===== config.mk =====
export PLATFORM = sky130hd
export DESIGN_NAME = pow_unit
export DESIGN_NICKNAME = d
export VERILOG_FILES = /design/src/rtl/pow_pkg.sv /design/src/rtl/bin2bcd_seq.sv /design/src/rtl/pow_unit.sv
export SDC_FILE = /design/constraint.sdc
export NUM_CORES = 2
export LEC_CHECK = 0
export CAP_MARGIN = 20
export CORE_MARGIN = 4
export CORE_UTILIZATION = 68
export CTS_CLUSTER_DIAMETER = 120
export DETAILED_ROUTE_END_ITERATION = 10
export MAX_ROUTING_LAYER = met4
export PLACE_DENSITY_LB_ADDON = 0.08
export SLEW_MARGIN = 20
export SYNTH_ARGS = -nofsm -noshare
export SYNTH_HDL_FRONTEND = slang
export SYNTH_HIERARCHICAL = 1
export SYNTH_SLANG_ARGS = --single-unit

===== constraint.sdc =====
create_clock -name i_clk -period 21.3 [get_ports i_clk]
set_input_delay 4.26 -clock i_clk [delete_from_list [all_inputs] [get_ports i_clk]]
set_output_delay 4.26 -clock i_clk [all_outputs]
set_load 0.05 [all_outputs]

===== src/rtl/pow_pkg.sv =====
// Shared types and constants for the square-and-multiply power unit.
package pow_pkg;

    typedef enum logic [1:0] {
        IDLE = 2'd0,
        CALC = 2'd1,
        CONV = 2'd2,
        DONE = 2'd3
    } state_t;

    localparam int BCD_W = 4;

    // Decimal digits of 2^pw - 1: floor(pw * log10(2)) + 1.
    function automatic int min_digits(input int pw);
        return (pw * 30103) / 100000 + 1;
    endfunction

endpackage


===== src/rtl/bin2bcd_seq.sv =====
// Sequential double-dabble binary-to-BCD converter, one bit per cycle,
// o_valid pulses exactly PW edges after i_start is sampled.
module bin2bcd_seq
    import pow_pkg::*;
#(
    parameter int PW     = 32,
    parameter int DIGITS = 10
) (
    input  logic                      i_clk,
    input  logic                      i_rst_n,
    input  logic                      i_start,
    input  logic [PW-1:0]             i_bin,
    output logic [BCD_W*DIGITS-1:0]   o_bcd,
    output logic                      o_valid
);

    localparam int CW = $clog2(PW + 1);
    localparam int BW = BCD_W * DIGITS;

    logic [PW-1:0] bin_q, bin_d;
    logic [BW-1:0] bcd_q, bcd_d, bcd_adj;
    logic [CW-1:0] cnt_q, cnt_d;
    logic          valid_q, valid_d;

    always_comb begin
        // NOTE: every combinational output gets a default first so no latch is inferred.
        bcd_adj = bcd_q;
        for (int i = 0; i < DIGITS; i++) begin
            if (bcd_q[i*BCD_W +: BCD_W] >= 4'd5)
                bcd_adj[i*BCD_W +: BCD_W] = bcd_q[i*BCD_W +: BCD_W] + 4'd3;
        end

        bin_d   = bin_q;
        bcd_d   = bcd_q;
        cnt_d   = cnt_q;
        valid_d = 1'b0;
        if (i_start) begin
            bin_d = i_bin;
            bcd_d = '0;
            cnt_d = CW'(PW);
        end else if (cnt_q != '0) begin
            bcd_d   = {bcd_adj[BW-2:0], bin_q[PW-1]};
            bin_d   = {bin_q[PW-2:0], 1'b0};
            cnt_d   = cnt_q - CW'(1);
            valid_d = (cnt_q == CW'(1));
        end
    end

    always_ff @(posedge i_clk or negedge i_rst_n) begin
        if (!i_rst_n) begin
            bin_q   <= '0;
            bcd_q   <= '0;
            cnt_q   <= '0;
            valid_q <= 1'b0;
        end else begin
            // NOTE: sequential state uses non-blocking assignments only.
            bin_q   <= bin_d;
            bcd_q   <= bcd_d;
            cnt_q   <= cnt_d;
            valid_q <= valid_d;
        end
    end

    assign o_bcd   = bcd_q;
    assign o_valid = valid_q;

endmodule


===== src/rtl/pow_unit.sv =====
// Sequential P = X^A (right-to-left square-and-multiply, one exponent bit per
// cycle) with overflow saturate/wrap and a BCD copy of the result.
module pow_unit
    import pow_pkg::*;
#(
    parameter int XW     = 8,
    parameter int AW     = 8,
    parameter int PW     = 32,
    parameter int DIGITS = 10,
    parameter int SAT    = 1
) (
    input  logic                    i_clk,
    input  logic                    i_rst_n,
    input  logic                    i_start,
    input  logic [XW-1:0]           i_X,
    input  logic [AW-1:0]           i_A,
    output logic                    o_busy,
    output logic                    o_done,
    output logic                    o_ovf,
    output logic [PW-1:0]           o_P,
    output logic [BCD_W*DIGITS-1:0] o_bcd
);

    localparam int NMAX = (AW > PW) ? AW : PW;
    localparam int CW   = $clog2(NMAX + 1);
    localparam int BW   = BCD_W * DIGITS;

    if (DIGITS < min_digits(PW)) begin : g_digits_check
        $error("pow_unit: DIGITS too small to hold 2^PW-1");
    end

    state_t        state_q, state_d;
    logic [PW-1:0] base_q, base_d, result_q, result_d;
    logic [AW-1:0] exp_q, exp_d;
    logic          r_ovf_q, r_ovf_d, b_ovf_q, b_ovf_d;
    logic [CW-1:0] cnt_q, cnt_d;
    logic [2*PW-1:0] mul_r, mul_b;
    logic          conv_start, conv_valid;
    logic [PW-1:0] conv_bin;
    logic [BW-1:0] conv_bcd;
    logic          done_q, ovf_q;
    logic [PW-1:0] p_q;
    logic [BW-1:0] bcd_q;

    assign mul_r = {{PW{1'b0}}, result_q} * {{PW{1'b0}}, base_q};
    assign mul_b = {{PW{1'b0}}, base_q} * {{PW{1'b0}}, base_q};

    always_comb begin
        state_d    = state_q;
        base_d     = base_q;
        result_d   = result_q;
        exp_d      = exp_q;
        r_ovf_d    = r_ovf_q;
        b_ovf_d    = b_ovf_q;
        cnt_d      = cnt_q;
        conv_start = 1'b0;
        case (state_q)
            IDLE: if (i_start) begin
                base_d   = PW'(i_X);
                exp_d    = i_A;
                result_d = PW'(1);
                r_ovf_d  = 1'b0;
                b_ovf_d  = 1'b0;
                cnt_d    = '0;
                state_d  = CALC;
            end
            CALC: begin
                // A poisoned base only matters if it is actually multiplied in.
                if (exp_q[0]) begin
                    result_d = mul_r[PW-1:0];
                    r_ovf_d  = r_ovf_q | (|mul_r[2*PW-1:PW]) | b_ovf_q;
                end
                base_d  = mul_b[PW-1:0];
                b_ovf_d = b_ovf_q | (|mul_b[2*PW-1:PW]);
                exp_d   = exp_q >> 1;
                cnt_d   = cnt_q + CW'(1);
                if (cnt_q == CW'(AW - 1)) begin
                    state_d    = CONV;
                    cnt_d      = '0;
                    conv_start = 1'b1;
                end
            end
            CONV: begin
                cnt_d = cnt_q + CW'(1);
                if (cnt_q == CW'(PW - 1))
                    state_d = DONE;
            end
            DONE:    state_d = IDLE;
            default: state_d = IDLE;
        endcase
        conv_bin = ((SAT != 0) && r_ovf_d) ? '1 : result_d;
    end

    bin2bcd_seq #(.PW(PW), .DIGITS(DIGITS)) u_bcd (
        .i_clk   (i_clk),
        .i_rst_n (i_rst_n),
        .i_start (conv_start),
        .i_bin   (conv_bin),
        .o_bcd   (conv_bcd),
        .o_valid (conv_valid)
    );

    always_ff @(posedge i_clk or negedge i_rst_n) begin
        if (!i_rst_n) begin
            state_q  <= IDLE;
            base_q   <= '0;
            result_q <= '0;
            exp_q    <= '0;
            r_ovf_q  <= 1'b0;
            b_ovf_q  <= 1'b0;
            cnt_q    <= '0;
            done_q   <= 1'b0;
            ovf_q    <= 1'b0;
            p_q      <= '0;
            bcd_q    <= '0;
        end else begin
            state_q  <= state_d;
            base_q   <= base_d;
            result_q <= result_d;
            exp_q    <= exp_d;
            r_ovf_q  <= r_ovf_d;
            b_ovf_q  <= b_ovf_d;
            cnt_q    <= cnt_d;
            done_q   <= (state_q == DONE);
            if (state_q == DONE && conv_valid) begin
                ovf_q <= r_ovf_q;
                p_q   <= ((SAT != 0) && r_ovf_q) ? '1 : result_q;
                bcd_q <= conv_bcd;
            end
        end
    end

    assign o_busy = (state_q == CALC) || (state_q == CONV);
    assign o_done = done_q;
    assign o_ovf  = ovf_q;
    assign o_P    = p_q;
    assign o_bcd  = bcd_q;

endmodule


Fig. 1: congestion heat map
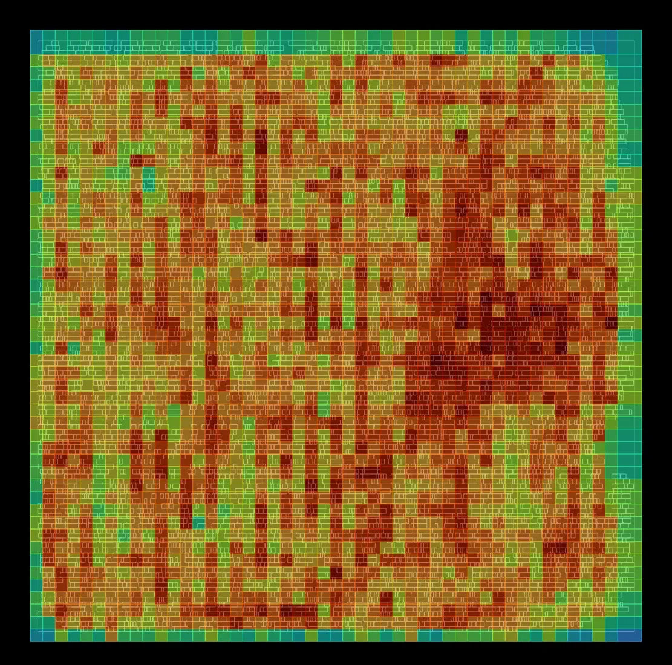
met2 Usage GRT: 61.1%
average detailed-routed wire length per instance: 21.9 um
met3 global-route usage: 6.35%
overall track demand over capacity in global routing: 37.7%
Util after Layout: 71.1%

Fig. 2: nets reached from selected ports
(1.5 px per um)
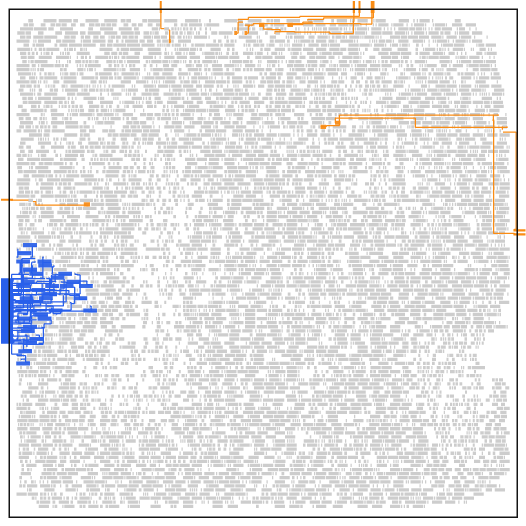
port	color	bits	direction	end cells	buffers	wire
`i_X`	orange	8	input	8	8	856 um
`o_P`	blue	32	output	32	32	1,460 um
number of top-level design ports: 94
Port-buffer cells: 93

Fig. 3: routed metal per tile
(1 px per um) 34 x 34 tiles, from white (low) to dark blue (high), scaled to the fullest tile. Values are wire area over tile area, all layers added.
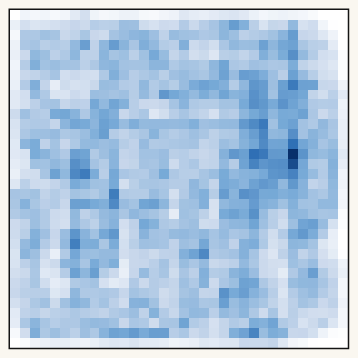
nearly empty tiles	1.9%
fullest tile	0.87
densest ninth of the die	middle right
tiles over half the peak	12%
mean over tiles	0.29
final wirelength: 199 mm
vias post-DR: 54,200

Fig. 4: clock network drawn from the DEF
(1.5 px per um)
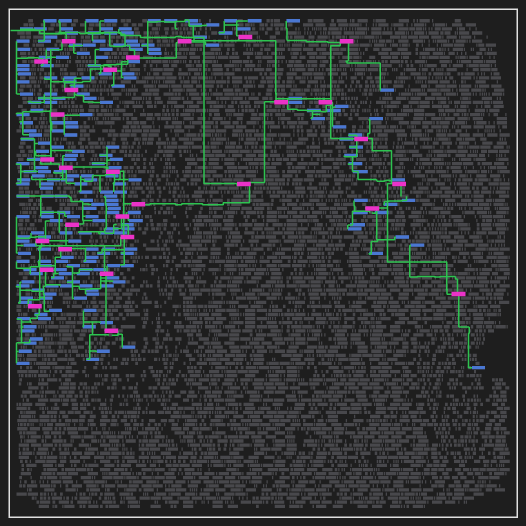
[clock wires] green | length: 3,720 um
[clock-net drivers] magenta | count: 29
[flip-flops] blue | count: 235
routed clock nets	30
Worst Skew: 0.0402 ns
clk ins delay skew pair: 0.62 ns

==> impl_metrics.json <==
{
  "path_buffers": 6,
  "ctsHtreeMaxLevel": 1,
  "num_antenna_cells": 8,
  "tns_ns": 0,
  "layout.filler_cells": 8439,
  "flip_flop_cell_with_the_highest_count_after_synthesis": "dfrtp_1",
  "critical_path.top_delay_family": "adder cells",
  "synth-area-yosys_um2": 73900,
  "path_common_cell": "fa_1",
  "fp.dieArea_um2": 114000,
  "run_status": "finished clean",
  "tapCellCount": 1403,
  "drtAntennaViolNets": 0,
  "regArea_um2": 5930,
  "final_setup_violations": 0,
  "max_cap_violations": 0,
  "cts_sinks": 235,
  "layout-drive-gt1-share_pct": 3.29,
  "syn_area_um2": 73900,
  "start_kind": "flip-flop",
  "vias_in_the_first_global_route": 60000,
  "logic_gate_count": 5544,
  "clkCellAreaFrac_pct": 1.26,
  "whs_path_depth": 2,
  "core_area_um2": 108000,
  "end_of_the_critical_path": "b_ovf_q$_DFFE_PN0P_",
  "met3_wirelength_mm": 15.7
}
-- per-stage QoR --
stage	cells	setup slack (ns)	utilization (%)	hold slack, ns
final	9109	10.46	71.1	0.484
after global routing	9109	10.02	71.1	0.498
after CTS	9101	10.65	71.1	0.489
after detailed placement	9049	10.66	70.2	0.474
after global placement	9049	10.72	70.2	0.464
after floorplan	7933	12.15	-	0.450
-- Yosys cell counts, types with 63 or more instances --
cell type and instances:
fa_1 1705, nor2_1 193, o21ai_0 216, nand2_1 863, ha_1 555, and2_1 927
xnor2_1 69, inv_1 1686, a21o_1 63, a21oi_1 172, clkbuf_1 413, dfrtp_1 235
